$ cat config.mk
export PLATFORM = sky130hd
export DESIGN_NAME = fuzzy_t2_defuzz_seq
export DESIGN_NICKNAME = d
export VERILOG_FILES = /design/src/rtl/fuzzy_t2_defuzz_seq_pkg.sv /design/src/rtl/fuzzy_t2_defuzz_seq_divider.sv /design/src/rtl/fuzzy_t2_defuzz_seq.sv
export SDC_FILE = /design/constraint.sdc
export NUM_CORES = 1
export LEC_CHECK = 0
export CAP_MARGIN = 20
export CORE_MARGIN = 4
export CORE_UTILIZATION = 44
export CTS_CLUSTER_DIAMETER = 40
export DETAILED_ROUTE_END_ITERATION = 6
export HOLD_SLACK_MARGIN = 0.08
export PLACE_DENSITY = 0.63
export SLEW_MARGIN = 20
export SYNTH_ARGS = -nofsm -noshare
export SYNTH_HDL_FRONTEND = slang
export SYNTH_HIERARCHICAL = 1
export SYNTH_SLANG_ARGS = --single-unit
$ cat constraint.sdc
create_clock -name clk_0 -period 13.7 [get_ports clk_0]
set_input_delay 4.11 -clock clk_0 [delete_from_list [all_inputs] [get_ports clk_0]]
set_output_delay 4.11 -clock clk_0 [all_outputs]
set_load 0.05 [all_outputs]
$ cat src/rtl/fuzzy_t2_defuzz_seq_pkg.sv
`default_nettype none
// ============================================================================
// Module   : fuzzy_t2_pkg
// Brief    : Shared constants and width helpers for the type-2 defuzzifier
// Revision : 1.0
// ============================================================================
package fuzzy_t2_pkg;

   localparam logic [1:0] MODE_NT  = 2'd0;
   localparam logic [1:0] MODE_UP  = 2'd1;
   localparam logic [1:0] MODE_LOW = 2'd2;

   localparam logic [1:0] ST_IDLE  = 2'd0;
   localparam logic [1:0] ST_ACCUM = 2'd1;
   localparam logic [1:0] ST_DIV   = 2'd2;
   localparam logic [1:0] ST_DONE  = 2'd3;

   function automatic int f_w_w(input int dw);
      return dw + 1;
   endfunction

   function automatic int f_num_w(input int dw, input int ridx_w);
      return f_w_w(dw) + dw + ridx_w;
   endfunction

   function automatic int f_den_w(input int dw, input int ridx_w);
      return f_w_w(dw) + ridx_w;
   endfunction

endpackage
`default_nettype wire

$ cat src/rtl/fuzzy_t2_defuzz_seq_divider.sv
`default_nettype none
// ============================================================================
// Module   : seq_divider
// Brief    : Restoring divider, one quotient bit per cycle, MSB first
// Revision : 1.0
// ============================================================================
module seq_divider #(
   parameter int NUM_W = 21,
   parameter int DEN_W = 13,
   parameter int Q_W   = 8
) (
   input  logic             clk_0,
   input  logic             rst,
   input  logic             i_start,
   input  logic [NUM_W-1:0] i_num,
   input  logic [DEN_W-1:0] i_den,
   output logic             o_done,
   output logic [Q_W-1:0]   o_q
);

   localparam int SW = (NUM_W > DEN_W + Q_W) ? NUM_W : DEN_W + Q_W;
   localparam int CW = (Q_W > 1) ? $clog2(Q_W) : 1;

   logic [SW-1:0]  r_rem;
   logic [SW-1:0]  r_div;
   logic [CW-1:0]  r_cnt;
   logic           r_busy;
   logic [Q_W-1:0] r_q;
   logic           w_ge;
   logic [SW-1:0]  w_diff;

   assign w_ge   = (r_rem >= r_div);
   assign w_diff = r_rem - r_div;

   // High during the step that writes the last quotient bit; o_q is final afterwards.
   assign o_done = r_busy && (r_cnt == '0);
   assign o_q    = r_q;

   always_ff @(posedge clk_0 or posedge rst) begin
      if (rst) begin
         r_rem  <= '0;
         r_div  <= '0;
         r_cnt  <= '0;
         r_busy <= 1'b0;
         r_q    <= '0;
      end else if (i_start) begin
         r_rem  <= SW'(i_num);
         r_div  <= SW'(i_den) << (Q_W - 1);
         r_cnt  <= CW'(Q_W - 1);
         r_busy <= 1'b1;
         r_q    <= '0;
      end else if (r_busy) begin
         if (w_ge) begin
            r_rem <= w_diff;
         end
         r_q   <= (r_q << 1) | Q_W'(w_ge);
         r_div <= r_div >> 1;
         r_cnt <= r_cnt - CW'(1);
         if (r_cnt == '0) begin
            r_busy <= 1'b0;
         end
      end
   end

endmodule
`default_nettype wire

$ cat src/rtl/fuzzy_t2_defuzz_seq.sv
`default_nettype none
// ============================================================================
// Module   : fuzzy_t2_defuzz_seq
// Brief    : Sequential interval type-2 defuzzifier (weighted centroid + divide)
// Revision : 1.0
// ============================================================================
module fuzzy_t2_defuzz_seq
   import fuzzy_t2_pkg::*;
#(
   parameter int            DW          = 8,
   parameter int            N_RULES     = 9,
   parameter int            RIDX_W      = (N_RULES > 1) ? $clog2(N_RULES) : 1,
   parameter logic [DW-1:0] DEFAULT_OUT = DW'(128),
   // Derived widths, not meant to be overridden.
   parameter int            W_W         = f_w_w(DW),
   parameter int            NUM_W       = f_num_w(DW, RIDX_W),
   parameter int            DEN_W       = f_den_w(DW, RIDX_W)
) (
   input  logic              clk_0,
   input  logic              rst,
   input  logic              start,
   input  logic [1:0]        mode,
   output logic [RIDX_W-1:0] rule_idx,
   input  logic [DW-1:0]     fs_up,
   input  logic [DW-1:0]     fs_low,
   input  logic [DW-1:0]     centroid,
   output logic              busy,
   output logic              done,
   output logic [DW-1:0]     y,
   output logic              no_fire,
   output logic [NUM_W-1:0]  sum_num,
   output logic [DEN_W-1:0]  sum_den
);

   logic [1:0]        r_state;
   logic [1:0]        w_next;
   logic [1:0]        r_mode;
   logic [RIDX_W-1:0] r_rule_idx;
   logic              r_busy;
   logic              r_done;
   logic [DW-1:0]     r_y;
   logic              r_no_fire;
   logic [NUM_W-1:0]  r_sum_num;
   logic [DEN_W-1:0]  r_sum_den;

   logic [W_W-1:0]    w_w;
   logic [NUM_W-1:0]  w_num_nxt;
   logic [DEN_W-1:0]  w_den_nxt;
   logic              w_last;
   logic              w_accept;
   logic              w_acc_en;
   logic              w_div_start;
   logic              w_finish;
   logic              w_div_done;
   logic [DW-1:0]     w_q;

   // Nie-Tan weight is left unhalved: the factor of two cancels in the ratio.
   always_comb begin
      case (r_mode)
         MODE_UP:  w_w = {1'b0, fs_up};
         MODE_LOW: w_w = {1'b0, fs_low};
         default:  w_w = W_W'(fs_up) + W_W'(fs_low);
      endcase
   end

   assign w_num_nxt = r_sum_num + (NUM_W'(w_w) * NUM_W'(centroid));
   assign w_den_nxt = r_sum_den + DEN_W'(w_w);
   assign w_last    = (r_rule_idx == RIDX_W'(N_RULES - 1));

   always_ff @(posedge clk_0 or posedge rst) begin
      if (rst) begin
         r_state <= ST_IDLE;
      end else begin
         r_state <= w_next;
      end
   end

   always_comb begin
      w_next = r_state;
      case (r_state)
         ST_IDLE:  if (start) w_next = ST_ACCUM;
         ST_ACCUM: if (w_last) w_next = (w_den_nxt == '0) ? ST_DONE : ST_DIV;
         ST_DIV:   if (w_div_done) w_next = ST_DONE;
         default:  w_next = ST_IDLE;
      endcase
   end

   always_comb begin
      w_accept    = 1'b0;
      w_acc_en    = 1'b0;
      w_div_start = 1'b0;
      w_finish    = 1'b0;
      case (r_state)
         ST_IDLE:  w_accept = start;
         ST_ACCUM: begin
            w_acc_en    = 1'b1;
            w_div_start = w_last && (w_den_nxt != '0);
         end
         ST_DONE:  w_finish = 1'b1;
         default:  ;
      endcase
   end

   // Divider is loaded with the sums including the final rule term.
   seq_divider #(
      .NUM_W (NUM_W),
      .DEN_W (DEN_W),
      .Q_W   (DW)
   ) u_div (
      .clk_0   (clk_0),
      .rst     (rst),
      .i_start (w_div_start),
      .i_num   (w_num_nxt),
      .i_den   (w_den_nxt),
      .o_done  (w_div_done),
      .o_q     (w_q)
   );

   always_ff @(posedge clk_0 or posedge rst) begin
      if (rst) begin
         r_mode     <= MODE_NT;
         r_rule_idx <= '0;
         r_busy     <= 1'b0;
         r_done     <= 1'b0;
         r_y        <= '0;
         r_no_fire  <= 1'b0;
         r_sum_num  <= '0;
         r_sum_den  <= '0;
      end else begin
         r_done <= w_finish;
         if (w_accept) begin
            r_sum_num  <= '0;
            r_sum_den  <= '0;
            r_mode     <= mode;
            r_rule_idx <= '0;
            r_busy     <= 1'b1;
         end
         if (w_acc_en) begin
            r_sum_num  <= w_num_nxt;
            r_sum_den  <= w_den_nxt;
            r_rule_idx <= w_last ? '0 : r_rule_idx + RIDX_W'(1);
         end
         if (w_finish) begin
            r_busy    <= 1'b0;
            r_no_fire <= (r_sum_den == '0);
            r_y       <= (r_sum_den == '0) ? DEFAULT_OUT : w_q;
         end
      end
   end

   assign rule_idx = r_rule_idx;
   assign busy     = r_busy;
   assign done     = r_done;
   assign y        = r_y;
   assign no_fire  = r_no_fire;
   assign sum_num  = r_sum_num;
   assign sum_den  = r_sum_den;

endmodule
`default_nettype wire

Run 1, sequential cells colored by netlist name:
The bar under the picture is 50 um long. Other sequential cells in the stronger gray, the rest of the logic in the fainter gray.
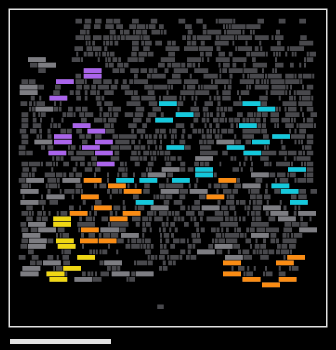
[orange] `u_div/r_div` | sequential cells: 20
[purple] `sum_den` | sequential cells: 13 | where: middle left
[yellow] `u_div/o_q` | sequential cells: 8 | where: lower left
[cyan] `sum_num` | sequential cells: 21
not colored: 44
Finished Core Util: 0.5076
Seq/total area: 0.2403

Run 1, close-up of the layout:
The bar under the picture is 20 um long. Region (53, 85) to (103, 135) um. Cells in gray, sequential cells in the stronger gray; small squares are vias.
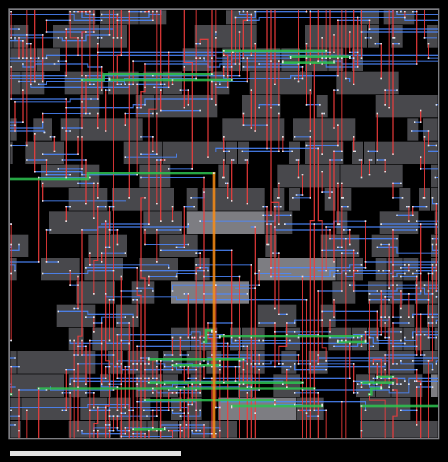
[green] met3
[blue] met1
[red] met2
[orange] met4
most frequent: inv_1 (23), ha_1 (21), fa_1 (17)
cells with their middle in the window: 159
sequential cells in the window: 4
netlist names of flops here include: `sum_num` (4)

==> impl_metrics.ini, run 1 <==
; generated from flow reports
[floorplanning]
die_w_um = 156.5
boundaryPins = 78
dieArea_um2 = 24490
core_area_um2 = 21760
fp-utilization = 0.4460

[drt]
firstDrtPassIters = 5
wl_um = 23360
drt-initial-drc-count = 434
drc = 0
drt-met1-wl_um = 11350
dr.max_layer_used = met4
viasPerCell = 5.497
vias = 7685
routedWlPerCell_um = 16.71
ant_nets = 0

[finish]
fin_nets = 1291
drive_gt1_frac = 0.04651
final_cell_count_no_fill = 1398
area.growth.synth_to_final_pct = 13.82

[worst_setup_path]
cp_slowest_cell = fa_1
arrival_ps = 10710
endpoint = u_div/r_rem[19]
end_kind = register
reg2reg_to = u_div/r_rem[14]
crit_type = input pin to register
cpMostUsedCell = fa_1
critPathBufInv = 5
critPathTopFamily = adder cells
cp_max_fo = 9
critPathLaunch = fs_low[0]
max_stage_delay_ps = 570
rrSetupSlack_ps = 7090

[grt]
grt_use_met2 = 0.3130
grtUsageMet1 = 0.2923
grt_use_met3 = 0.03097
grt-busiest-layer = met2
first_global_vias = 7586
antenna_found_initial = 0
grt_use_total = 0.1976

[final_timing]
relSlewSlack = 0.2302
rsz0062_at_grt = no
worst_slack_ps = 3287
tightest_slew_ps = 1155
slew_viol_final = 0
finalHoldViolCount = 0
period_minus_slack_ps = 10410

[run]
drv_cap = 0
warnings = 32

[cts]
cts_buffer_depth = 2
cts_tree = yes
clock-sinks = 106
post_cts_buffers = 0
cts_max_level = 3
numCtsBuffers = 9
hold_buffers = 0
cts-resized-gates = 0

[yosys]
synth_top_flop_cell = dfrtp_1
synth_cells = 1061
ys_types = 76
ys_warn_count = 6
ys_top_cells_by_area = dfrtp_1 27%, fa_1 12%, ha_1 11%, inv_1 5.7%, mux2i_1 4.0%
edf_count = 0
top_cells_by_count = 147 x inv_1, 106 x dfrtp_1, 100 x nand2_1
numSynthFlops = 106
ys_chip_area_um2 = 9703
synthArstFlopShare = 1.000
largest_area_cell = dfrtp_1
ys_seq_frac = 0.2734

[placement]
port-buffer-count = 77
dp_slack_ps = 3005
place_area_um2 = 10720
placed_cells = 1382
hpwl_um = 17800

[min_path]
min_from = no_fire
min_path_type = register to register

[status]
outcome = completed
Run 1, clock nets:
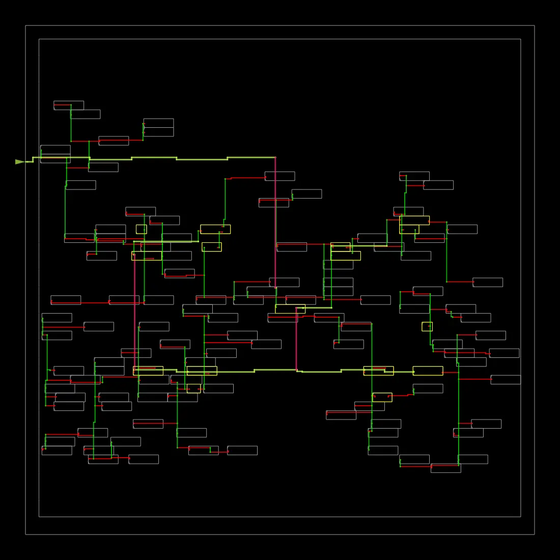
CLK BUF: 9
Setup Skew: 14.19 ps
clk ins delay skew pair: 360 ps

Run 1, pin placement:
The bar under the picture is 50 um long. Pins as bars across the die edge, other pins in gray.
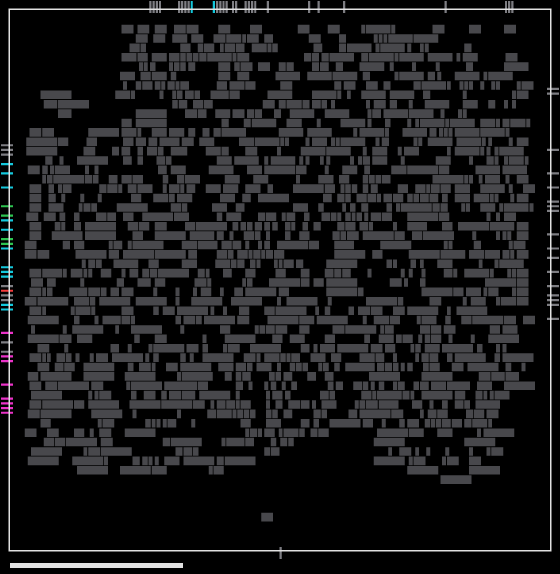
[magenta] `y` | pins: 8 | direction: output | edge: left
[cyan] `sum_den` | pins: 13 | direction: output | edge: 11 left, 2 top
[green] `rule_idx` | pins: 4 | direction: output | edge: left
[red] `busy` | pins: 1 | direction: output | edge: left
all pins by edge: 32 left, 28 top, 17 right, 1 bottom

## run 1: area by class of cell
type	count	area (um^2)
fill	2051	10710
multi-input combinational	762	6327
sequential	106	2654
timing repair buffer	86	838.3
inverter	148	555.5
tap	280	350.3
clock buffer	9	225.2
clock inverter	7	93.84
## run 1: logic make-up after synthesis
group           after synthesis  synth area share
xor+xnor                     44           0.04049
simple gates                265            0.1363
flops                       106            0.2734
fa+ha+maj                   149            0.2386
buf+inv                     193           0.07827
mux                          43           0.04487
compound gates              261            0.1881
## Run 2: what changed since run 1
clock period = 10.1 ns   (was 13.7 ns; I/O delays follow)
==> run 2 against run 1 <==
Effect of this change:
- utilization barely moved
- area after synthesis did not move
- flip-flop count did not move
- worst setup slack got worse by 2300 ps
- die area did not move
- final cell count did not move
- non-clock buffer count did not move
- critical path type unchanged
==> impl_metrics.ini, run 2 <==
; generated from flow reports
[worst_setup_path]
crit_type = input pin to register
critPathBufInv = 3
arrival_ps = 9370
cpMostUsedCell = a21oi_1
critPathTopFamily = adder cells
cp_slowest_cell = a21oi_1
max_stage_delay_ps = 650
cp_max_fo = 9

[finish]
final_cell_count_no_fill = 1398
regArea_um2 = 2654
utilization = 0.5081
fill_cells = 2057
buffers = 86
inv_count = 148
layout.area.top_class = combinational gates
multiInputGateArea_um2 = 6321
num-clock-buffers = 9
drive_gt1_frac = 0.04562
seq_area_frac = 0.2401
buffer_area_frac = 0.07698
area.growth.synth_to_final_pct = 13.91

[drt]
dr.max_layer_used = met4
routedWlPerCell_um = 16.92
firstDrtPassIters = 4
drt-met1-wl_um = 11390
viasPerCell = 5.489

[cts]
cts_tree = yes
post_cts_buffers = 0
cts_buffer_depth = 2
hold_buffers = 0

[min_path]
min_from = busy
min_path_type = register to register

[run]
drv_cap = 0
warnings = 32

[grt]
grt_use_met2 = 0.3303
grt-busiest-layer = met2

[final_timing]
period_minus_slack_ps = 9137
tightest_slew_ps = 976.8
rsz0062_at_grt = no
relSlewSlack = 0.3488
worst_slack_ps = 962.5
slew_viol_final = 0

[placement]
port-buffer-count = 77
dp_slack_ps = 614.0
place_area_um2 = 10730

[status]
outcome = completed

[yosys]
ys_top_cells_by_area = dfrtp_1 27%, fa_1 12%, ha_1 11%, inv_1 5.7%, mux2i_1 4.0%
synth_cells = 1061
top_cells_by_count = 147 x inv_1, 106 x dfrtp_1, 100 x nand2_1
ys_chip_area_um2 = 9703
synth_top_flop_cell = dfrtp_1
synthArstFlopShare = 1.000
ys_warn_count = 6
ys_seq_frac = 0.2734
edf_count = 0

[floorplanning]
die_w_um = 156.5
-- run 2: worst max path at each step --
stage	startpoint	end	slack, ps	depth (start not counted)
final	fs_up[1]	u_div/r_rem[14]	960	24
after detailed placement	fs_up[1]	u_div/r_rem[18]	610	24
after CTS	fs_up[1]	u_div/r_rem[18]	970	24
after global routing	fs_up[1]	u_div/r_rem[18]	520	24
after floorplan	fs_up[0]	u_div/r_rem[13]	1500	26
after global placement	fs_up[1]	u_div/r_rem[18]	700	24
-- run 2: cells by family (layout without fill, tap and decap cells) --
logic type,Yosys count,in the layout,synth area share
XOR/XNOR,44,44,0.04049
flip-flops,106,106,0.2734
adder cells (fa/ha/maj),149,149,0.2386
multiplexers,43,43,0.04487
AND-OR/OR-AND,261,261,0.1881
buffers and inverters,193,250,0.07827
AND/OR/NAND/NOR,265,265,0.1363
Run 2, sequential cells colored by netlist name:
The bar under the picture is 50 um long. Other sequential cells in the stronger gray, the rest of the logic in the fainter gray.
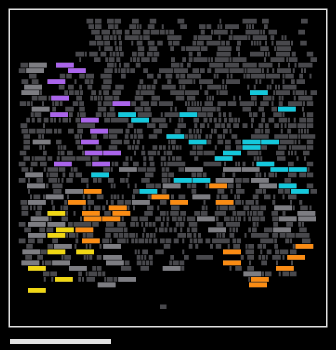
[orange] `u_div/r_div` | sequential cells: 20
[cyan] `sum_num` | sequential cells: 21
[purple] `sum_den` | sequential cells: 13
[yellow] `u_div/o_q` | sequential cells: 8 | where: lower left

Run 2, clock nets:
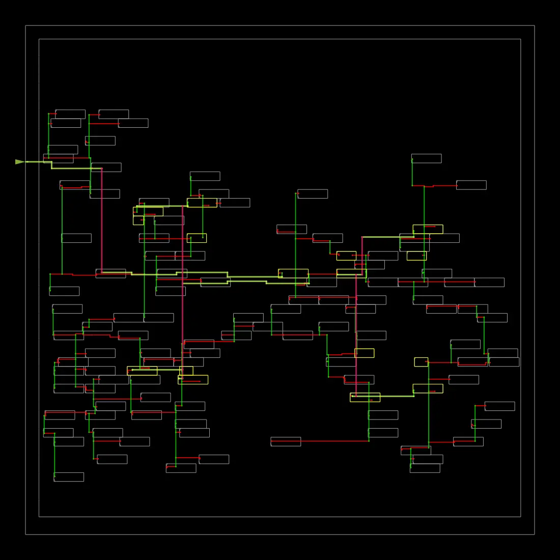
clk ins delay skew pair: 370 ps
Num CTS Buffers: 9
clock sink total: 106
Setup Skew: 16.44 ps

Run 2, the metal 1 layer:
The bar under the picture is 50 um long.
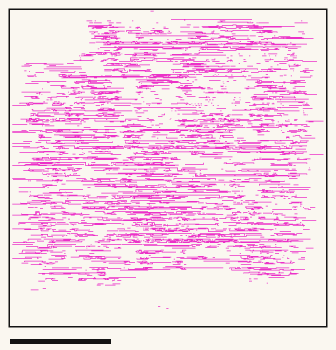
nets with wire on the layer: 1185
main direction: horizontal
met1 usage: 0.2777
via count: 7674
Post-Route WL: 23660 um

